$ cat src/rtl/id_ex_operand_stage.sv
// ID/EX operand stage: MEM/WB forwarding for A, B and predicate P,
// load-use stall detection and the ID/EX pipeline register.
//
// Ports:
//   clk, reset      clock, synchronous active-high reset
//   id_*            decoded instruction fields from ID
//   rf_bus_a/b/p    register file read data for Rs, Rt, Rp
//   mem_*, wb_*     in-flight results for forwarding
//   flush           kill the ID instruction (bubble into EX)
//   stall           comb load-use stall to fetch and IF/ID
//   ex_*            registered ID/EX outputs
//   stall_cnt       saturating count of stall cycles
module id_ex_operand_stage #(
  parameter int CTRL_W = 12,
  parameter int CNT_W  = 16
) (
  input  logic              clk,
  input  logic              reset,
  input  logic              id_valid,
  input  logic [4:0]        id_rs,
  input  logic [4:0]        id_rt,
  input  logic [4:0]        id_rp,
  input  logic [4:0]        id_rd,
  input  logic              id_uses_rt,
  input  logic              id_regw,
  input  logic              id_memrd,
  input  logic [31:0]       id_imm,
  input  logic [CTRL_W-1:0] id_ctrl,
  input  logic [31:0]       rf_bus_a,
  input  logic [31:0]       rf_bus_b,
  input  logic [31:0]       rf_bus_p,
  input  logic              mem_regw,
  input  logic [4:0]        mem_rd,
  input  logic [31:0]       mem_result,
  input  logic              wb_regw,
  input  logic [4:0]        wb_rd,
  input  logic [31:0]       wb_result,
  input  logic              flush,
  output logic              stall,
  output logic              ex_valid,
  output logic [31:0]       ex_a,
  output logic [31:0]       ex_b,
  output logic              ex_pred_ok,
  output logic [4:0]        ex_rd,
  output logic              ex_regw,
  output logic              ex_memrd,
  output logic [31:0]       ex_imm,
  output logic [CTRL_W-1:0] ex_ctrl,
  output logic [CNT_W-1:0]  stall_cnt
);

  logic [31:0] fwd_a;
  logic [31:0] fwd_b;
  logic [31:0] fwd_p;
  logic        pred_ok;
  logic        hazard;
  logic        bubble;

  // r0 reads as zero; r30 is the PC and only the
  // register file bus carries its value.
  function automatic logic [31:0] pick(
    input logic [4:0]  idx,
    input logic [31:0] bus,
    input logic        mw,
    input logic [4:0]  mr,
    input logic [31:0] mv,
    input logic        ww,
    input logic [4:0]  wr,
    input logic [31:0] wv
  );
    logic [31:0] v;
    if (idx == 5'd0)
      v = '0;
    else if (idx == 5'd30)
      v = bus;
    else if (mw && mr == idx)
      v = mv;
    else if (ww && wr == idx)
      v = wv;
    else
      v = bus;
    return v;
  endfunction

  always_comb begin
    fwd_a = pick(id_rs, rf_bus_a,
                 mem_regw, mem_rd, mem_result,
                 wb_regw, wb_rd, wb_result);
    fwd_b = pick(id_rt, rf_bus_b,
                 mem_regw, mem_rd, mem_result,
                 wb_regw, wb_rd, wb_result);
    fwd_p = pick(id_rp, rf_bus_p,
                 mem_regw, mem_rd, mem_result,
                 wb_regw, wb_rd, wb_result);
    pred_ok = (id_rp == 5'd0) || (fwd_p != '0);
  end

  always_comb begin
    hazard = ex_valid && ex_memrd
          && (ex_rd != 5'd0) && id_valid
          && ((ex_rd == id_rs)
           || (id_uses_rt && ex_rd == id_rt)
           || (id_rp != 5'd0 && ex_rd == id_rp));
    stall  = hazard && !flush;
    bubble = flush || stall || !id_valid;
  end

  always_ff @(posedge clk) begin
    if (reset) begin
      ex_valid   <= 1'b0;
      ex_a       <= '0;
      ex_b       <= '0;
      ex_pred_ok <= 1'b0;
      ex_rd      <= '0;
      ex_regw    <= 1'b0;
      ex_memrd   <= 1'b0;
      ex_imm     <= '0;
      ex_ctrl    <= '0;
    end else if (bubble) begin
      ex_valid   <= 1'b0;
      ex_a       <= '0;
      ex_b       <= '0;
      ex_pred_ok <= 1'b0;
      ex_rd      <= '0;
      ex_regw    <= 1'b0;
      ex_memrd   <= 1'b0;
      ex_imm     <= '0;
      ex_ctrl    <= '0;
    end else begin
      ex_valid   <= 1'b1;
      ex_a       <= fwd_a;
      ex_b       <= fwd_b;
      ex_pred_ok <= pred_ok;
      ex_rd      <= id_rd;
      ex_regw    <= id_regw && pred_ok;
      ex_memrd   <= id_memrd && pred_ok;
      ex_imm     <= id_imm;
      ex_ctrl    <= id_ctrl;
    end
  end

  always_ff @(posedge clk) begin
    if (reset)
      stall_cnt <= '0;
    else if (stall && stall_cnt != '1)
      stall_cnt <= stall_cnt + CNT_W'(1);
  end

endmodule

$ cat config.mk
export PLATFORM = sky130hd
export DESIGN_NAME = id_ex_operand_stage
export DESIGN_NICKNAME = d
export VERILOG_FILES = /design/src/rtl/id_ex_operand_stage.sv
export SDC_FILE = /design/constraint.sdc
export NUM_CORES = 1
export LEC_CHECK = 0
export ABC_AREA = 1
export CORE_MARGIN = 8
export CORE_UTILIZATION = 35
export DETAILED_ROUTE_END_ITERATION = 10
export HOLD_SLACK_MARGIN = 0.03
export PLACE_DENSITY = 0.75
export SYNTH_ARGS = -nofsm -noshare
export SYNTH_HDL_FRONTEND = slang
export SYNTH_SLANG_ARGS = --single-unit
$ cat constraint.sdc
create_clock -name clk -period 2.12 [get_ports clk]
set_input_delay 0.53 -clock clk [delete_from_list [all_inputs] [get_ports clk]]
set_output_delay 0.53 -clock clk [all_outputs]
set_load 0.01 [all_outputs]
**I/O pins on the die edge**

Scale bar: 50 um. Pins as bars across the die edge, other pins in grey.
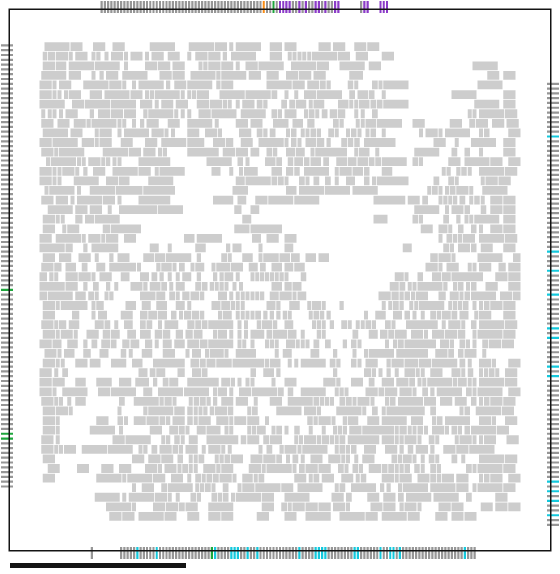
- wb_result: cyan (pins 32; direction input; edge 20 bottom, 12 right)
- stall_cnt: purple (pins 16; direction output; edge top)
- ex_valid: orange (pins 1; direction output; edge top)
- mem_rd: green (pins 5; direction input; edge 3 left, 1 bottom, 1 top)
- all pins by edge: 111 bottom, 93 right, 93 left, 80 top

**Drive-strength map**

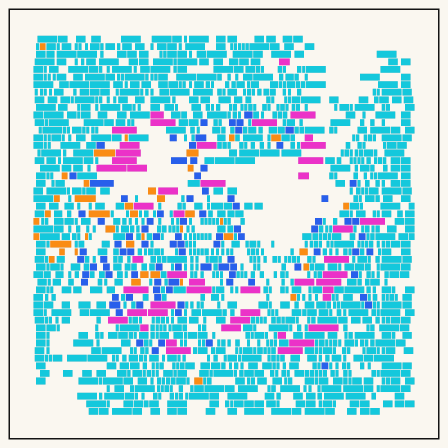
- _2 cells: orange (cells 40)
- _0 and _1 cells: cyan (cells 1291)
- _6 and larger: magenta (cells 48)
- _3 and _4 cells: blue (cells 92)

==> Slide: Implementation Results <==
Synthesis and Place & Route Summary

Run status
  – Status: complete, but fails checks
  – Failing checks: negative setup slack

STA
  – RSZ-0062 raised after global routing: yes
  – Slew Viols, Final: 0
  – Setup violators final: 1
  – Worst slew margin: 67.0%
  – Measured slew at the worst slew-check pin: 0.491 ns
  – Maximum clock frequency: 0.437 GHz
  – Final setup margin: -0.170 ns

Power and ir drop
  – Internal power: about 0.005 W
  – Switch Pwr: roughly 0.0019 W
  – Top pwr grp: clock
  – Comb. pwr: 0.00128 W
  – Clock Power Share: 44.8%

Synth
  – XORs/XNORs by Area: 3.32%
  – Mux frac, synth: 0%
  – Synthesized chip area reported by yosys: 0.00659 mm^2
  – Post-synth regs: about 130
  – Synth cell count leaders: nor2_1, nand2_1, dfxtp_1, inv_1, a21oi_1
  – Post-Syn Area per Cell: 6.56 um^2
  – Ys cells: 1004
  – Yosys adder share: 0.190%

Drt
  – Wire length on met3: 2780 um
  – Metal2 WL: between 10000 and 15000 um
  – DR DRC count: 0
  – First drt pass iteration count: 5
  – 1st-iter DRT viols: 579

Global route
  – GRT Util Overall: between 20% and 30%
  – Global route hottest layer: met2
  – First-pass GRT wire length: 44300 um

Job
  – Max_cap viols: 0
  – Log Warnings: 28

Worst setup path
  – WP data required: 1.59 ns
  – CP delay by family, top: simple AND/OR/NAND/NOR gates
  – Critical Path AT: around 1.8 ns
  – Worst setup path end: stall
  – Critical path class: reg2out
  – CP max stage delay: 0.38 ns
  – Flop2flop setup slack: 0.08 ns
  – Worst setup SP type: flop
  – Crit path max-delay cell type: dfxtp_4

Placement
  – Placed insts: 1666
  – Dpl ws: -0.944 ns

Die
  – Total Die Area: approximately 0.023 mm^2
  – Row cnt: 50

CTS
  – CTS tree: yes
  – Clk ins delay skew pair: around 0.42 ns

Min path
  – Hold WC Path Type: reg2reg

Final layout
  – Commonest Layout Cell: clkdlybuf4s50_1
**Placement density heat map**

The die is cut into 15 by 15 equal tiles; white is low, dark blue is high, 0 to 100% covered.
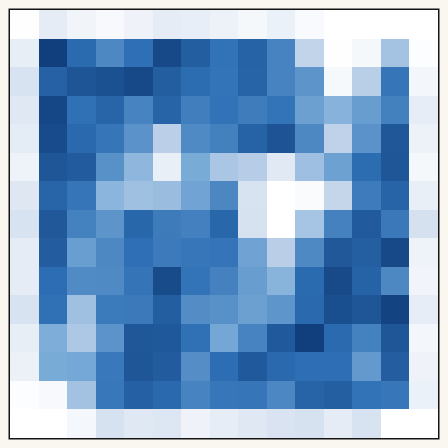
- nearly empty tiles: 6.2%
- mean over tiles: 50%
- emptiest ninth of the die: top right
- tiles over 75% full: 27%

**Placement view**

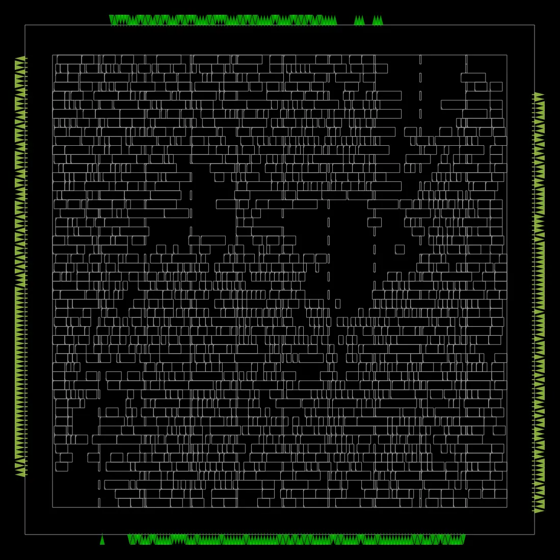
Fillers: 1606
Finished Layout Cells: 1713
Core Box Area: 0.0186 mm^2
tap cells: 234

==> cell type report <==
type | instances | area [um^2]
fill | 1606 | 6460
inverter | 128 | 480
multi-input combinational | 702 | 3300
tap | 234 | 293
antenna | 8 | 20.0
sequential | 133 | 2670
clock inverter | 14 | 183
timing repair buffer | 476 | 4740
clock buffer | 18 | 439
==> cells by family (layout without fill, tap and decap cells) <==
kind of cell,after synthesis,after routing
XOR/XNOR,25,25
AND/OR/NAND/NOR,502,502
AND-OR/OR-AND,174,174
adder cells (fa/ha/maj),1,1
buffers and inverters,169,636
other,0,8
flip-flops,133,133
==> what timing repair did <==
item	CTS	global route
gates resized	35	22
endpoints found under the setup margin	18	63
gates cloned	0	2
pin swaps	9	5
buffers inserted	2	3
Power figures rest on the tool's default switching activity, not on a simulated workload.
